==> src/rtl/counter_scan_display.sv <==
// counter_scan_display: shows a 4-bit counter nibble and a BCD carry/borrow event count on a 4-digit 7-segment display
//   CP, CLR         rising-edge clock shared with the counter, asynchronous active-low reset
//   QD..QA          counter value (QD = MSB), shown as a hex digit on digit 0
//   Qcc             counter ripple carry/borrow, active-low; each falling edge is one event
//   M               counter direction (1 = up): selects BCD increment/decrement, lights DP in down mode
//   SEG, AN, DP     active-low segments {g,f,e,d,c,b,a}, one-hot digit enables (AN[0] rightmost), decimal point
//   OVF             BCD event count {hundreds, tens, units}, shown on digits 3..1
module counter_scan_display #(
   parameter int SCAN_DIV = 16,
   parameter int BLANK_LZ = 1
) (
   input  logic        CP,
   input  logic        CLR,
   input  logic        QD,
   input  logic        QC,
   input  logic        QB,
   input  logic        QA,
   input  logic        Qcc,
   input  logic        M,
   output logic [6:0]  SEG,
   output logic [3:0]  AN,
   output logic        DP,
   output logic [11:0] OVF
);
   localparam int DW = $clog2(SCAN_DIV);

   logic          r_qcc_q;
   logic [11:0]   r_ovf;
   logic [DW-1:0] r_div;
   logic [1:0]    r_idx;
   logic [3:0]    r_an;
   logic [6:0]    r_seg;
   logic          r_dp;
   logic          w_evt;
   logic [3:0]    w_u, w_t, w_h;
   logic [11:0]   w_inc, w_dec;
   logic [3:0]    w_dig;
   logic          w_blank;

   function automatic logic [6:0] seg7(input logic [3:0] d);
      case (d)
         4'h0: seg7 = 7'b1000000;
         4'h1: seg7 = 7'b1111001;
         4'h2: seg7 = 7'b0100100;
         4'h3: seg7 = 7'b0110000;
         4'h4: seg7 = 7'b0011001;
         4'h5: seg7 = 7'b0010010;
         4'h6: seg7 = 7'b0000010;
         4'h7: seg7 = 7'b1111000;
         4'h8: seg7 = 7'b0000000;
         4'h9: seg7 = 7'b0010000;
         4'hA: seg7 = 7'b0001000;
         4'hB: seg7 = 7'b0000011;
         4'hC: seg7 = 7'b1000110;
         4'hD: seg7 = 7'b0100001;
         4'hE: seg7 = 7'b0000110;
         default: seg7 = 7'b0001110;
      endcase
   endfunction

   // falling edge of the active-low carry; history clears on reset so a low Qcc at release is not an event
   assign w_evt = r_qcc_q & ~Qcc;
   assign {w_h, w_t, w_u} = r_ovf;

   // per-digit carry/borrow ripples only while lower digits sit at their wrap value
   assign w_inc[3:0]  = (w_u == 4'd9) ? 4'd0 : w_u + 4'd1;
   assign w_inc[7:4]  = (w_u != 4'd9) ? w_t : (w_t == 4'd9) ? 4'd0 : w_t + 4'd1;
   assign w_inc[11:8] = (w_u != 4'd9 || w_t != 4'd9) ? w_h : (w_h == 4'd9) ? 4'd0 : w_h + 4'd1;
   assign w_dec[3:0]  = (w_u == 4'd0) ? 4'd9 : w_u - 4'd1;
   assign w_dec[7:4]  = (w_u != 4'd0) ? w_t : (w_t == 4'd0) ? 4'd9 : w_t - 4'd1;
   assign w_dec[11:8] = (w_u != 4'd0 || w_t != 4'd0) ? w_h : (w_h == 4'd0) ? 4'd9 : w_h - 4'd1;

   // digit 0 reads the counter inputs directly so a count change shows within one cycle
   assign w_dig = (r_idx == 2'd0) ? {QD, QC, QB, QA} :
                  (r_idx == 2'd1) ? w_u :
                  (r_idx == 2'd2) ? w_t : w_h;

   assign w_blank = (BLANK_LZ != 0) &&
                    ((r_idx == 2'd1 && r_ovf == 12'h000) ||
                     (r_idx == 2'd2 && r_ovf[11:4] == 8'h00) ||
                     (r_idx == 2'd3 && w_h == 4'd0));

   always_ff @(posedge CP or negedge CLR) begin
      if (!CLR) begin
         r_qcc_q <= 1'b0;
         r_ovf   <= 12'h000;
         r_div   <= '0;
         r_idx   <= 2'd0;
         r_an    <= 4'b1111;
         r_seg   <= 7'b1111111;
         r_dp    <= 1'b1;
      end else begin
         r_qcc_q <= Qcc;
         if (w_evt) r_ovf <= M ? w_inc : w_dec;
         if (r_div == DW'(SCAN_DIV - 1)) begin
            r_div <= '0;
            r_idx <= r_idx + 2'd1;
         end else begin
            r_div <= r_div + DW'(1);
         end
         r_an  <= ~(4'b0001 << r_idx);
         r_seg <= w_blank ? 7'b1111111 : seg7(w_dig);
         r_dp  <= !(r_idx == 2'd0 && !M);
      end
   end

   assign SEG = r_seg;
   assign AN  = r_an;
   assign DP  = r_dp;
   assign OVF = r_ovf;
endmodule

==> config.mk <==
export PLATFORM = sky130hd
export DESIGN_NAME = counter_scan_display
export DESIGN_NICKNAME = d
export VERILOG_FILES = /design/src/rtl/counter_scan_display.sv
export SDC_FILE = /design/constraint.sdc
export NUM_CORES = 1
export LEC_CHECK = 0
export ABC_AREA = 1
export CAP_MARGIN = 20
export CORE_MARGIN = 3
export CORE_UTILIZATION = 68
export DETAILED_ROUTE_END_ITERATION = 7
export DONT_BUFFER_PORTS = 1
export HOLD_SLACK_MARGIN = 0.03
export PLACE_DENSITY_LB_ADDON = 0.25
export RECOVER_POWER = 100
export SKIP_LAST_GASP = 1
export SLEW_MARGIN = 20
export SYNTH_ARGS = -nofsm -noshare
export SYNTH_HDL_FRONTEND = slang
export SYNTH_SLANG_ARGS = --single-unit
==> constraint.sdc <==
create_clock -name CP -period 3.25 [get_ports CP]
set_input_delay 0.325 -clock CP [delete_from_list [all_inputs] [get_ports CP]]
set_output_delay 0.325 -clock CP [all_outputs]
set_load 0.005 [all_outputs]
### Clock distribution, run 1

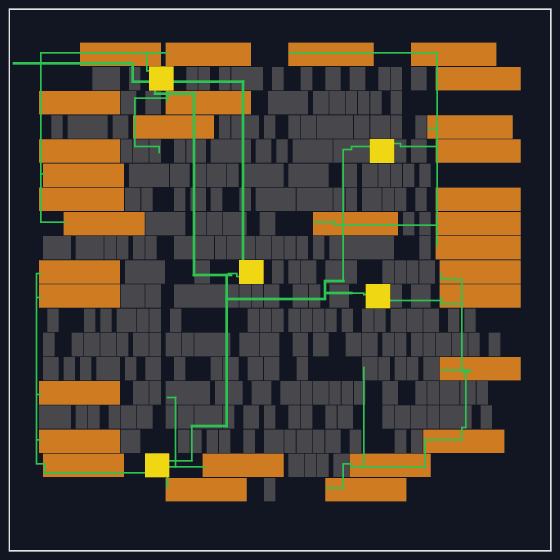
legend:
  clock drivers:
    color: yellow
    count: 5
  clock wires:
    color: green
    length: 388 um
  flip-flops:
    color: orange
    count: 31
routed clock nets: 6
flops lie: widely spread

### The metal 2 layer, run 1

Bar = 20 um.
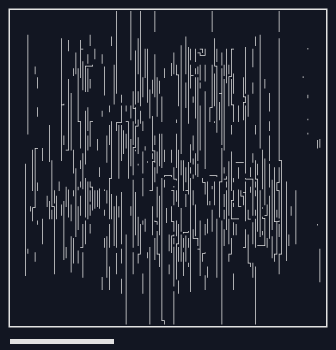
share of all routed wire: 46%
nets with wire on the layer: 217

### Cells colored by class, run 1

Bar = 20 um. Fill, decap, tap and diode cells in gray.
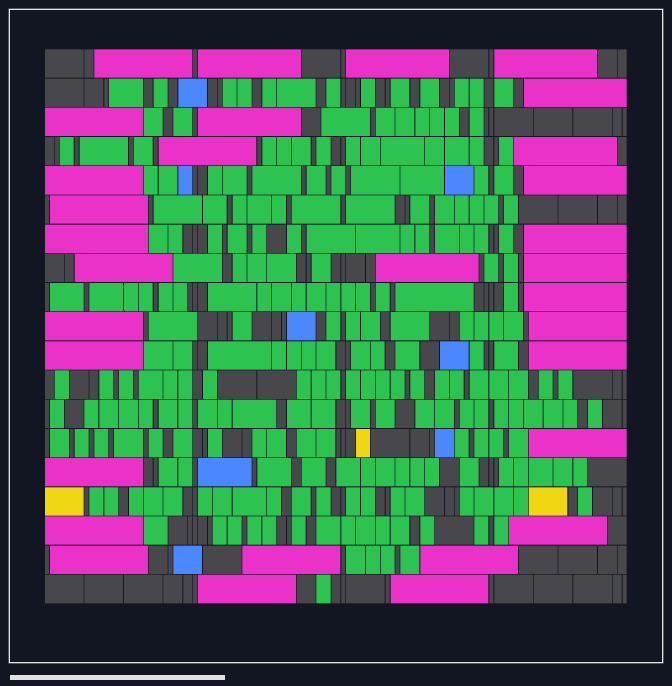
legend:
  clock drivers and dummy loads:
    color: blue
    cells: 8
    share_of_their_area: 2.9%
  sequential cells:
    color: magenta
    cells: 31
    share_of_their_area: 38%
  remaining buffers and delay cells:
    color: yellow
    cells: 3
    share_of_their_area: 1.1%
  combinational and other logic:
    color: green
    cells: 236
    share_of_their_area: 58%

### Floorplan with the power grid, run 1

Pins as bars on the die edge. Tap cells in gray.
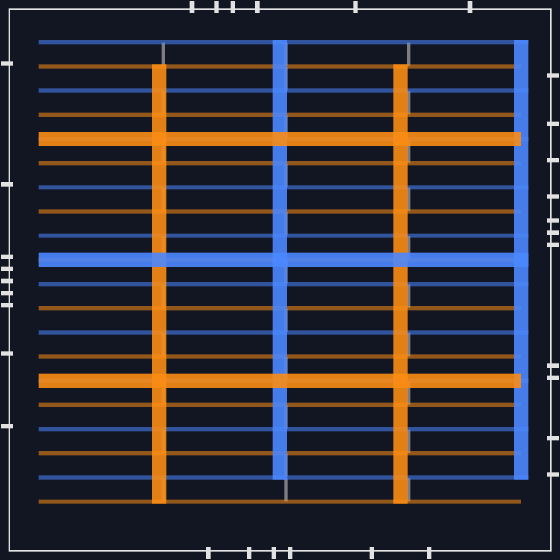
legend:
  VSS:
    color: orange
  VDD:
    color: blue
signal pins: 32
rows: 19
tap cells: 31
met4 straps: 4

==> flow_summary.yaml, run 1 <==
# physical design summary
outcome:
  status: "complete, but fails checks"
  violations: "max-capacitance violations, max-slew violations"
floorplan:
  chip_area_um2: 3691
  initial_core_util_pct: 72.66
  num_tap_cells: 31
  num_rows: 19
  die_w_um: 60.75
pwr:
  netSwitchingFraction_pct: 46.80
  power-top-group: "combinational cells"
  comb_power_mw: 0.791
  p_int_mw: 0.9055
  p_clk_mw: 0.230
  switchingPower_mw: 0.7967
  power.total_mw: 1.702
  power_density_nw_per_um2: 803.6
  seqPwrFrac_pct: 40.0
  p_clk_share_pct: 13.5
  peakVddDrop_v: 0.0004646
  leakage_nw: 1.113
final_timing:
  finalSetupViolCount: 0
  maxSlewViolCount: 32
  post-route-min-period_ns: 2.478
  tightest_slew_ns: 1.581
  whs_ns: 0.1561
  tns_ns: 0
  rsz0062_at_grt: "no"
  relSlewSlack_pct: -5.404
  worst_slack_ns: 0.7719
  fmax_ghz: 0.4035
job:
  tool_warnings: 34
  maxCapViolCount: 1
worst_setup_path:
  worstPathBufferInverterCount: 3
  slowest_delay_ns: 0.54
  cp_slowest_cell: "a21boi_0"
  worst-endpoint-required_ns: 3.51
  cp-startpoint: "r_idx[0]$_DFFE_PN0N_"
  worst-path-stages: 12
  start_kind: "register"
  cp-endpoint: "SEG[0]$_DFF_PN1_"
  critical_path_class: "reg2reg"
  r2r-start: "r_idx[0]$_DFFE_PN0N_"
  critPathCaptureType: "register"
  reg2reg_slack_ns: 0.77
  r2r-end: "SEG[0]$_DFF_PN1_"
  cp_top_family: "adder cells"
synth:
  yosys.area_share.aoi_pct: 10.07
  ys_cells: 271
  top_cell: "nand2_1"
  largest_area_cell: "dfrtp_1"
  netlist_area_um2: 2038
  ys_area_um2: 2038
  simple_gate_share_pct: 34.38
  synthTopLogicFamily: "simple AND/OR/NAND/NOR gates"
  ys_sh_mux_pct: 0
  synthCells: 271
  synth_cell_types: 28
  fa_ha_area_share_pct: 6.753
  synthArstFlopShare_pct: 100.0
  synth_top_area_share_pct: 23.33
  yosys_warnings: 0
  synth-edff-count: 0
  synth_flop_count: 31
  ys_sh_xor_pct: 2.149
placement:
  pre_cts_ws_ns: 1.100
  place_congestion: 0.9347
  place_area_um2: 2044
  port-buffer-count: 0
  dp_cells: 298
clocking:
  cts_setup_buffers: 0
  clkTransAtPathRegs_ns: 0.09
  clk_latency_ns: 0.33
  clockRootBuffer: "clkbuf_4"
  cts_hold_buf: 3
  htreeDepth: 2
  cts-resized-gates: 0
  cts_buffer_depth: 2
  tritoncts: "done"
  clock_sinks: 31
hold_path:
  hold_start: "M"
  min_to: "OVF[1]$_DFFE_PN0P_"
  hp-class: "in2reg"
route:
  wl_per_cell_um: 12.87
  via_count: 1717
  vias_per_cell: 5.557
  routed.top_layer: "met4"
  m1WireLength_mm: 1.839
  dr_wl_met2_mm: 1.810
  dr_wl_met3_um: 268
  ant_nets: 0
  wl_mm: 3.977
  drtIter0Drc: 155
cells_and_area:
  drive_above_1_share_pct: 12.95
  final_core_util_pct: 75.51
  layout_top_cell_excl_fill_tap: "nand2_1"
  lay_top_cells: "nand2_1, inv_1, nand3_1"
  area_delta_synth_final_pct: 3.929
  fillers: 218
  fin_nets: 296
  seq_share_pct: 37.33
  diodes: 0
  comb_area_um2: 1077
  comb-cell-share_pct: 50.86
  inverters_excl_clock: 34
  largestClassByArea: "combinational gates"
  design.seq.count: 31
  final_cell_count_no_fill: 309
  largest_reg_flops: 12
  nClkBuffers: 7
  num-nonclk-buffers: 3
grt:
  grt_busiest_layer: "met2"
  grtUsageMet3_pct: 6.170
  met1_usage_pct: 30.78
  grt_pass1_wl_mm: 6.624
  grt.met2_usage_pct: 38.02
  grt_max_degree: 32
  grt_pass1_vias: 1539
  track_usage_pct: 24.13
==> run 2, diff against run 1 <==
CORE_UTILIZATION = 57   (was 68)
clock period = 2.1 ns   (was 3.25 ns; I/O delays follow)
==> run 2 against run 1 <==
Compared with the run above: critical endpoint unchanged; largest power group unchanged; combinational power increased by 61%; die area up 17%; the run now ends clean; area after synthesis stayed put.
==> flow_summary.yaml, run 2 <==
# physical design summary
final_timing:
  tns_ns: 0
  post-route-min-period_ns: 1.961
  fmax_ghz: 0.5098
  rsz0062_at_grt: "yes"
  relSlewSlack_pct: 12.24
  whs_ns: 0.07360
synth:
  synth-edff-count: 0
  synth_flop_count: 31
  synth_top_area_share_pct: 23.33
  synthArstFlopShare_pct: 100.0
  synth_cell_types: 28
  ys_sh_xor_pct: 2.149
  largest_area_cell: "dfrtp_1"
  simple_gate_share_pct: 34.38
  ys_sh_mux_pct: 0
  top_cell: "nand2_1"
  yosys.area_share.aoi_pct: 10.07
  synthTopLogicFamily: "simple AND/OR/NAND/NOR gates"
route:
  dr_wl_met2_mm: 1.985
  vias_per_cell: 5.256
  dr_wl_met3_um: 219
  drtIter0Drc: 97
  wl_mm: 4.075
  wl_per_cell_um: 12.42
  via_count: 1724
  m1WireLength_mm: 1.787
clocking:
  clk_latency_ns: 0.33
  clock_sinks: 31
  cts_buffer_depth: 2
  clockRootBuffer: "clkbuf_4"
  clkTransAtPathRegs_ns: 0.10
  htreeDepth: 2
  tritoncts: "done"
cells_and_area:
  comb-cell-share_pct: 50.48
  largest_reg_flops: 12
  fin_nets: 300
  seq_share_pct: 35.97
  num-nonclk-buffers: 7
  layout_top_cell_excl_fill_tap: "nand2_1"
  drive_above_1_share_pct: 18.09
  diodes: 0
  inverters_excl_clock: 34
  largestClassByArea: "combinational gates"
  nClkBuffers: 7
  area_delta_synth_final_pct: 7.858
  comb_area_um2: 1110
pwr:
  leakage_nw: 1.150
  switchingPower_mw: 1.252
  power_density_nw_per_um2: 1210
  peakVddDrop_v: 0.0006907
  p_int_mw: 1.408
  netSwitchingFraction_pct: 47.08
  power-top-group: "combinational cells"
  p_clk_share_pct: 12.4
  p_clk_mw: 0.331
outcome:
  status: "completed"
floorplan:
  num_tap_cells: 46
  num_rows: 21
  initial_core_util_pct: 60.13
grt:
  grt_pass1_wl_mm: 7.162
  met1_usage_pct: 26.54
  grt.met2_usage_pct: 35.42
  track_usage_pct: 21.42
  grt_pass1_vias: 1673
worst_setup_path:
  reg2reg_slack_ns: 0.14
  critPathCaptureType: "register"
  r2r-start: "r_idx[1]$_DFFE_PN0N_"
  r2r-end: "SEG[0]$_DFF_PN1_"
  cp_top_family: "adder cells"
  cp-startpoint: "r_idx[1]$_DFFE_PN0N_"
  worstPathBufferInverterCount: 3
  start_kind: "register"
  cp-endpoint: "SEG[0]$_DFF_PN1_"
  cp_slowest_cell: "dfrtp_1"
placement:
  pre_cts_ws_ns: 0.07466
  place_congestion: 0.9196
  dp_cells: 316
  port-buffer-count: 0
job:
  maxCapViolCount: 0
  tool_warnings: 35
hold_path:
  hold_start: "M"
  min_to: "OVF[1]$_DFFE_PN0P_"
### Floorplan with the power grid, run 2

Pins as bars on the die edge. Tap cells in gray.
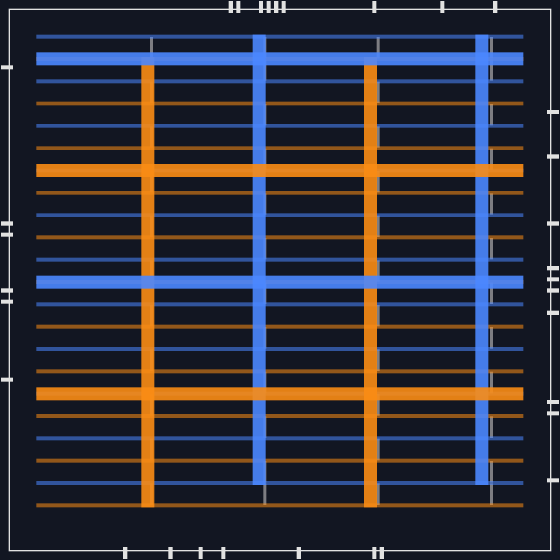
legend:
  VSS:
    color: orange
  VDD:
    color: blue
tap cells: 46
signal pins: 32
rows: 21
met5 straps: 4

### Cells colored by class, run 2

Bar = 20 um. Fill, decap, tap and diode cells in gray.
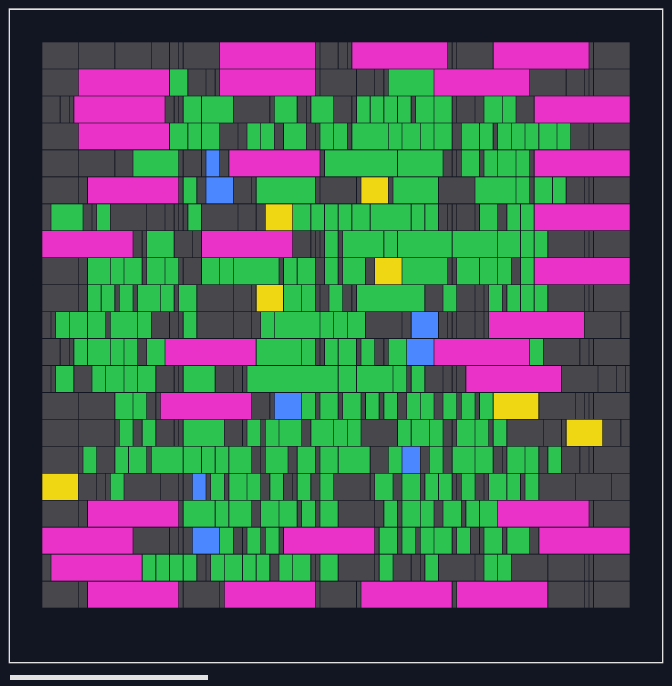
legend:
  remaining buffers and delay cells:
    color: yellow
    cells: 7
    share_of_their_area: 2.9%
  sequential cells:
    color: magenta
    cells: 31
    share_of_their_area: 37%
  clock drivers and dummy loads:
    color: blue
    cells: 8
    share_of_their_area: 2.3%
  combinational and other logic:
    color: green
    cells: 236
    share_of_their_area: 58%

Power and IR drop assume default switching activity.
